===== src/rtl/seg7_capture.sv =====
// Passive 7-segment bus receiver: settles, decodes and latches multiplexed digits.
// Optional decimal-point capture when SEG7_CAPTURE_DP_EN is defined.
module seg7_capture #(
  parameter int DIGITS        = 4,
  parameter int STABLE_CYCLES = 8
) (
  input  logic                  clk,
  input  logic                  rst_n,
  input  logic [DIGITS-1:0]     an_i,
  input  logic [6:0]            seg_i,
`ifdef SEG7_CAPTURE_DP_EN
  input  logic                  dp_i,
`endif
  input  logic                  clear_i,
  output logic [4*DIGITS-1:0]   value_o,
  output logic [DIGITS-1:0]     digit_valid_o,
  output logic [DIGITS-1:0]     blank_o,
  output logic                  err_o,
`ifdef SEG7_CAPTURE_DP_EN
  output logic [DIGITS-1:0]     dp_o,
`endif
  output logic                  frame_o
);

`ifdef SEG7_CAPTURE_DP_EN
  localparam int DPW = 1;
`else
  localparam int DPW = 0;
`endif
  localparam int W  = DIGITS + 7 + DPW;
  localparam int CW = $clog2(STABLE_CYCLES + 1);

  localparam logic [1:0] IDLE   = 2'd0;
  localparam logic [1:0] SETTLE = 2'd1;
  localparam logic [1:0] HELD   = 2'd2;

  logic [W-1:0] raw;
`ifdef SEG7_CAPTURE_DP_EN
  assign raw = {an_i, dp_i, seg_i};
`else
  assign raw = {an_i, seg_i};
`endif

  logic [W-1:0] sync1_q, sync2_q, prev_q;
  logic [1:0]   state_q, state_d;
  logic [CW-1:0] cnt_q, cnt_d;
  logic         commit;

  logic [4*DIGITS-1:0] value_q, value_d;
  logic [DIGITS-1:0]   valid_q, valid_d;
  logic [DIGITS-1:0]   blank_q, blank_d;
  logic [DIGITS-1:0]   seen_q, seen_d;
  logic                err_q, err_d;
  logic                frame_q, frame_d;
`ifdef SEG7_CAPTURE_DP_EN
  logic [DIGITS-1:0]   dp_q, dp_d;
`endif

  logic [DIGITS-1:0] an_low;
  logic [6:0]        seg_s;
  logic              onehot;
  logic [5:0]        dec;

  assign an_low = ~sync2_q[W-1 -: DIGITS];
  assign seg_s  = sync2_q[6:0];
  assign onehot = (an_low != '0) &&
                  ((an_low & (an_low - DIGITS'(1))) == '0);

  // {legal, blank, nibble}
  function automatic logic [5:0] decode(input logic [6:0] sg);
    logic [5:0] r;
    case (sg)
      7'b1000000: r = 6'b10_0000;
      7'b1111001: r = 6'b10_0001;
      7'b0100100: r = 6'b10_0010;
      7'b0110000: r = 6'b10_0011;
      7'b0011001: r = 6'b10_0100;
      7'b0010010: r = 6'b10_0101;
      7'b0000010: r = 6'b10_0110;
      7'b1111000: r = 6'b10_0111;
      7'b0000000: r = 6'b10_1000;
      7'b0010000,
      7'b0011000: r = 6'b10_1001;
      7'b0001000: r = 6'b10_1010;
      7'b0000011: r = 6'b10_1011;
      7'b1000110: r = 6'b10_1100;
      7'b0100001: r = 6'b10_1101;
      7'b0000110: r = 6'b10_1110;
      7'b0001110: r = 6'b10_1111;
      7'b1111111: r = 6'b11_0000;
      default:    r = 6'b00_0000;
    endcase
    return r;
  endfunction

  assign dec = decode(seg_s);

  always_comb begin
    state_d = state_q;
    cnt_d   = cnt_q;
    commit  = 1'b0;
    case (state_q)
      IDLE: begin
        if (sync2_q != prev_q) begin
          state_d = SETTLE;
          cnt_d   = CW'(1);
        end
      end
      SETTLE: begin
        if (sync2_q != prev_q) begin
          cnt_d = CW'(1);
        end else if (cnt_q == CW'(STABLE_CYCLES)) begin
          commit  = 1'b1;
          state_d = HELD;
        end else begin
          cnt_d = cnt_q + CW'(1);
        end
      end
      HELD: begin
        if (sync2_q != prev_q) begin
          state_d = SETTLE;
          cnt_d   = CW'(1);
        end
      end
      default: state_d = IDLE;
    endcase
  end

  always_comb begin
    value_d = value_q;
    valid_d = valid_q;
    blank_d = blank_q;
    err_d   = err_q;
    seen_d  = seen_q;
    frame_d = 1'b0;
`ifdef SEG7_CAPTURE_DP_EN
    dp_d    = dp_q;
`endif
    if (clear_i) begin
      value_d = '0;
      valid_d = '0;
      blank_d = '0;
      err_d   = 1'b0;
      seen_d  = '0;
`ifdef SEG7_CAPTURE_DP_EN
      dp_d    = '0;
`endif
    end else if (commit && onehot) begin
      for (int k = 0; k < DIGITS; k++) begin
        if (an_low[k]) begin
          if (dec[5]) begin
            value_d[4*k +: 4] = dec[3:0];
            valid_d[k]        = 1'b1;
            blank_d[k]        = dec[4];
          end else begin
            valid_d[k] = 1'b0;
            blank_d[k] = 1'b0;
            err_d      = 1'b1;
          end
`ifdef SEG7_CAPTURE_DP_EN
          dp_d[k] = ~sync2_q[7];
`endif
        end
      end
      if (&(seen_q | an_low)) begin
        frame_d = 1'b1;
        seen_d  = '0;
      end else begin
        seen_d = seen_q | an_low;
      end
    end
  end

  always_ff @(posedge clk or negedge rst_n) begin
    if (!rst_n) begin
      sync1_q <= '1;
      sync2_q <= '1;
      prev_q  <= '1;
      state_q <= IDLE;
      cnt_q   <= '0;
      value_q <= '0;
      valid_q <= '0;
      blank_q <= '0;
      err_q   <= 1'b0;
      seen_q  <= '0;
      frame_q <= 1'b0;
`ifdef SEG7_CAPTURE_DP_EN
      dp_q    <= '0;
`endif
    end else begin
      sync1_q <= raw;
      sync2_q <= sync1_q;
      prev_q  <= sync2_q;
      state_q <= state_d;
      cnt_q   <= cnt_d;
      value_q <= value_d;
      valid_q <= valid_d;
      blank_q <= blank_d;
      err_q   <= err_d;
      seen_q  <= seen_d;
      frame_q <= frame_d;
`ifdef SEG7_CAPTURE_DP_EN
      dp_q    <= dp_d;
`endif
    end
  end

  assign value_o       = value_q;
  assign digit_valid_o = valid_q;
  assign blank_o       = blank_q;
  assign err_o         = err_q;
  assign frame_o       = frame_q;
`ifdef SEG7_CAPTURE_DP_EN
  assign dp_o          = dp_q;
`endif

endmodule


===== config.mk =====
export PLATFORM = sky130hd
export DESIGN_NAME = seg7_capture
export DESIGN_NICKNAME = d
export VERILOG_FILES = /design/src/rtl/seg7_capture.sv
export SDC_FILE = /design/constraint.sdc
export NUM_CORES = 1
export LEC_CHECK = 0
export CORE_ASPECT_RATIO = 1.25
export CORE_MARGIN = 2
export CORE_UTILIZATION = 50
export DETAILED_ROUTE_END_ITERATION = 7
export PLACE_DENSITY = 0.79
export RECOVER_POWER = 100
export SLEW_MARGIN = 20
export SYNTH_ARGS = -nofsm -noshare
export SYNTH_HDL_FRONTEND = slang
export SYNTH_SLANG_ARGS = --single-unit

===== constraint.sdc =====
create_clock -name clk -period 3.6 [get_ports clk]
set_clock_uncertainty 0.15 [all_clocks]
set_input_delay 0.72 -clock clk [delete_from_list [all_inputs] [get_ports clk]]
set_output_delay 0.72 -clock clk [all_outputs]
set_load 0.02 [all_outputs]

==> notes.md <==
Figures from the implementation reports.

- The detailed-route DRC error count reads 0.
- The die outline height is 93.1 um.
- The start point of the critical path is sync2_q[3].
- The clock buffer and inverter area fraction after layout reads 0.0515.
- The synthesized netlist cell count reads 276.
- According to the report, the first pass of detailed routing completed in 4 iterations.
- Detailed-route iteration 0 reported a violation count of 191.
- The largest net degree at the start of global routing is 70.
- The origin of the worst min-delay path is sync1_q[9].
- The fraction of synthesized area in multiplexers reads 0.0197.
- The number of instances on the worst hold path is 0.
- The part of the power in registers reads 0.548.
- The number of hold-repair buffers added at the cts stage is 0.
- The power consumed by sequential cells is 834 uW.
- The area of the die reads 7010 sq um.
- The fraction of final cell area spent on non-clock buffers in this run is 0.108.
- The area share of xor/xnor cells in the synthesized design is 0.0410.
- Of the cells placed in the final design, the portion with a size suffix greater than 1 is 0.163.
- The class of the worst hold path reads reg2reg.
- For the worst flop-to-flop path, the logic depth is 6.
- The required time reported for the critical path endpoint is 3.67 ns.
- Subtracting the final worst setup slack from the clock period gives 2.83 ns.
- Leaving out the clock tree, the finished layout contains a buffer count of 41.
- The switching power share of the total reads 0.231.
- Yosys mapped a number of flops with a built-in enable equal to 0.
- The total number of clock tree sinks is 69.
- The flow ran to the end, but the final reports show violations.
- The number of cells after detailed placement reads 382.
- The async set or reset register ratio after synthesis is 1.00.
- The cell-mix breakdown from Yosys lists the simple-gate area share as 0.173.
- The worst register-to-register path begins at sync2_q[3].
- Once the clock tree was built, the setup fixing pass inserted 0 buffers.
- The via density per instance reads 5.69.
- The tally of unique sky130hd cells used after synthesis is 61.
- The CTS buffer count reads 9.
- The number of antenna diodes is 0.
- The primary flip-flop cell chosen by synthesis mapping reads sky130_fd_sc_hd__dfrtp_1.
- The final layout contains 324 nets.
- Data on the critical path arrives at its endpoint at 2.90 ns.
- The average wire per cell in the routed design reads 15.8 um.
- The number of cells in the yosys synthesis report is 276.
- In the final layout, excluding clock inverters the inverter count is 12.
- In this run the clock root is driven by a sky130_fd_sc_hd__clkbuf_8.
- Combinational cells consume a total of 82.7 uW.
- Looking at the hold checks, the worst path lands on sync2_q[9].
- Input and output buffers added on the ports amount to 39.
- The cell-mix breakdown from Yosys lists the adder-cell area share as 0.00788.
- The number of slew-limit violations in the final report is 70.
- The initial antenna violation count came to 0.
- The combinational cell area excluding buffers and inverters is 1180 sq um.
- The multi-input logic portion of the cell area is 0.321.
- The part of the Yosys area used for sequential elements is 0.557.
- The clock insertion delay at the later pin of the skew report reads 0.35 ns.
- The floorplan net count is 292.
- The number of setup violations in the final report is 0.
- The clock transition at the register clock pins on the worst setup and hold paths after CTS reads 0.07 ns.
- Per the area breakdown, the dominant cell category is registers.
- The detailed placer's ending HPWL reads 4.31 mm.
- The final layout contains a sequential cell count of 69.
- The total number of placement rows is 32.
- The remaining antenna violation count is 0.
- The synthesis-stage register bit count is 69.
- The proportion of netlist area held by the largest area contributor reads 0.284.
- The number of buffers on the longest clock path reads 2.
- The top cell type by total area after synthesis reads sky130_fd_sc_hd__dfrtp_1.
- Post-CTS repair ended up resizing 0 cells.
- The first global-routing pass estimated 10.4 mm of wire.
- The via count of the first global-routing pass is 2169.
- In this run the worst setup path terminates at value_o[6].
- The number of filler instances in the final layout reads 553.
- The switching power is 352 uW.
- The number of clock buffer instances in the layout is 10.
- The total overflow left after global routing is 0.
- Across the run, the number of max-cap violations was 1.
- The final hold violation count reads 0.
- The post-route setup TNS reads 0 ns.
- The area of the mapped netlist is 3180 sq um.
- The group that draws the most power in this run is sequential cells.
- Per the timing report, the achievable frequency comes out to 0.353 GHz.
- The tightest slew margin relative to the limit reads -0.0639.
- The kind of critical path reads reg2reg.
- The internal cell power is 1.17 mW.
- The total power density per cell area reads 412 nW/um^2.
- Routability-driven placement finished with a final weighted congestion of 0.892.
- The floorplan step set the die width to 75.3 um.
- The flop share of the area reads 0.479.
- The clock share of power reads 0.398.
- Setup repair after global routing left no endpoint under its margin.
- The level count of the clock H-tree reads 3.
- The flow measured a signed area growth from synthesis to layout of 16.2%.
- The stat command in Yosys gives a chip area of 3180 sq um.
- The layout multi-input combinational cell count reads 175.
- The I/O pin total is 40.
- The checks that failed: capacitance limit, slew limit.
- Of the total power, combinational logic draws 0.054.
- The main area contributors are sky130_fd_sc_hd__dfrtp_1 28%, sky130_fd_sc_hd__dfstp_2 27%, sky130_fd_sc_hd__xor2_1 3.6%.
- The stage logs contain a warning count of 27.
- The footprint of the flip-flops and latches is 1770 sq um.
- The average instance in the mapped netlist occupies 11.5 sq um.
- The count of yosys warnings during synthesis is 0.
- The cell leakage power reads 1.57 nW.
- Across every metal layer, demand over resource in global routing totals 0.198.
- The highest ir drop seen on vdd is 0.292 mV.
-- synthesized netlist by cell type, types with 2 or more instances --
cell type and count:
sky130_fd_sc_hd__a211oi_1 3, sky130_fd_sc_hd__a21boi_0 4, sky130_fd_sc_hd__a21oi_1 4, sky130_fd_sc_hd__a21oi_2 2
sky130_fd_sc_hd__a22oi_1 2, sky130_fd_sc_hd__a32oi_1 2, sky130_fd_sc_hd__and3_1 4, sky130_fd_sc_hd__and3b_1 2
sky130_fd_sc_hd__buf_2 7, sky130_fd_sc_hd__buf_4 3, sky130_fd_sc_hd__buf_6 6, sky130_fd_sc_hd__clkbuf_1 4
sky130_fd_sc_hd__dfrtp_1 36, sky130_fd_sc_hd__dfstp_2 33, sky130_fd_sc_hd__ha_1 2, sky130_fd_sc_hd__inv_1 11
sky130_fd_sc_hd__mux2_2 2, sky130_fd_sc_hd__mux2i_1 4, sky130_fd_sc_hd__nand2_1 16, sky130_fd_sc_hd__nand2b_1 2
sky130_fd_sc_hd__nand3_1 7, sky130_fd_sc_hd__nand4_1 5, sky130_fd_sc_hd__nand4_4 2, sky130_fd_sc_hd__nand4b_1 3
sky130_fd_sc_hd__nor2_1 20, sky130_fd_sc_hd__nor3_1 5, sky130_fd_sc_hd__nor4_1 5, sky130_fd_sc_hd__nor4_4 2
sky130_fd_sc_hd__nor4bb_1 2, sky130_fd_sc_hd__o211ai_1 11, sky130_fd_sc_hd__o211ai_2 2, sky130_fd_sc_hd__o21a_1 2
sky130_fd_sc_hd__o21ai_0 17, sky130_fd_sc_hd__o21ai_1 5, sky130_fd_sc_hd__xor2_1 13
-- worst max-delay path, stage by stage (launching register included) --
cell	delay, ns
sky130_fd_sc_hd__dfstp_1	0.86
sky130_fd_sc_hd__xor2_1	0.18
sky130_fd_sc_hd__nor4_4	0.27
sky130_fd_sc_hd__nand4_1	0.36
sky130_fd_sc_hd__or3_1	0.57
sky130_fd_sc_hd__o211ai_1	0.19
sky130_fd_sc_hd__o21ai_0	0.12
-- per-layer routing --
metal / GRT usage / part of all wire
met2: 0.301 / 0.50
met4: 0.129 / 0.039
met1: 0.247 / 0.41
met5: 0 / 0
met3: 0.0463 / 0.049
-- sequential cells by signal (all words and copies together) (netlist names) --
register and cells:
sync1_q 11, frame_o 1, cnt_q 4, digit_valid_o 4, prev_q 11, err_o 1, seen_q 4, blank_o 4
state_q 2, sync2_q 11, value_o 16
-- cells in the final DEF (no fill, tap or decap), drive strengths merged, types with 4 or more instances in the layout --
master       netlist  routed
dfstp             33      33
a21oi              6       6
nor2              20      20
o21ai             22      22
mux2i              4       4
nand2             16      16
inv               11      11
nor3               6       6
nor4               7       7
clkinv             1       6
dfrtp             36      36
nand4              7       7
dlygate4sd3        0      37
xor2              14      14
nand3              7       7
and3               5       5
clkbuf             4      11
a21boi             4       4
o211ai            13      13
-- per-stage QoR --
step	hold WS [ns]	setup slack, ns	power (mW)	cell area (sq um)
2_1_floorplan	0.195	1.40	0.903	3180
3_3_place_gp	0.196	0.942	0.936	3540
3_5_place_dp	0.197	1.01	0.938	3540
4_1_cts	0.205	0.978	1.55	3730
5_1_grt	0.214	0.538	1.58	3690
6_report	0.209	0.766	1.52	3690
Figure 1. Cell area per tile.
8 x 9 tiles, from black (low) to pale yellow (high), 0 to 100% covered.
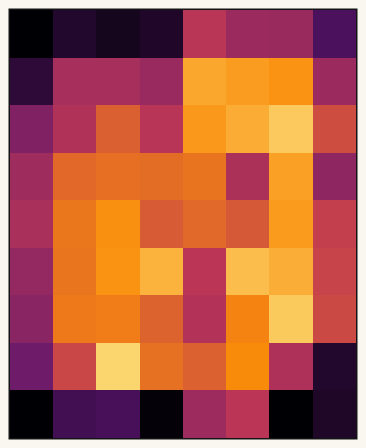
The fullest tile reaches 91%. The emptiest ninth of the die: north-west. 21% of the tiles are over 75% full. 5.6% of the tiles are nearly empty. The mean over all tiles is 51%.
starting utilization of the core area: 0.515
Post-Route Utilization: 0.599
Core ar.: 6170 sq um

Figure 2. Nets reached from selected ports.
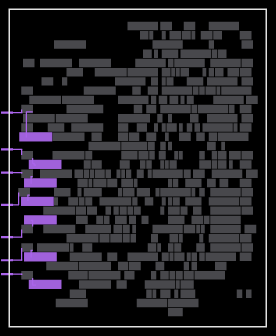
Key: `seg_i` = purple [bits 7, direction input, edge west, end cells 7, wire 56.6 um]

Figure 3. Signal wires on met3.
Scale bar: 20 um.
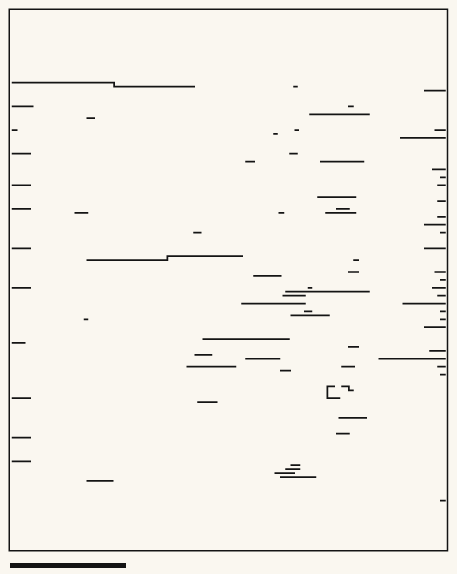
The wires run mostly horizontal. 59 nets have wire on it. The layer holds 4.9% of the routed length. The longest straight run is 17.5 um.
number of vias in the routed layout: 2266
routed wire length: 6.28 mm

Power and IR drop assume default switching activity.
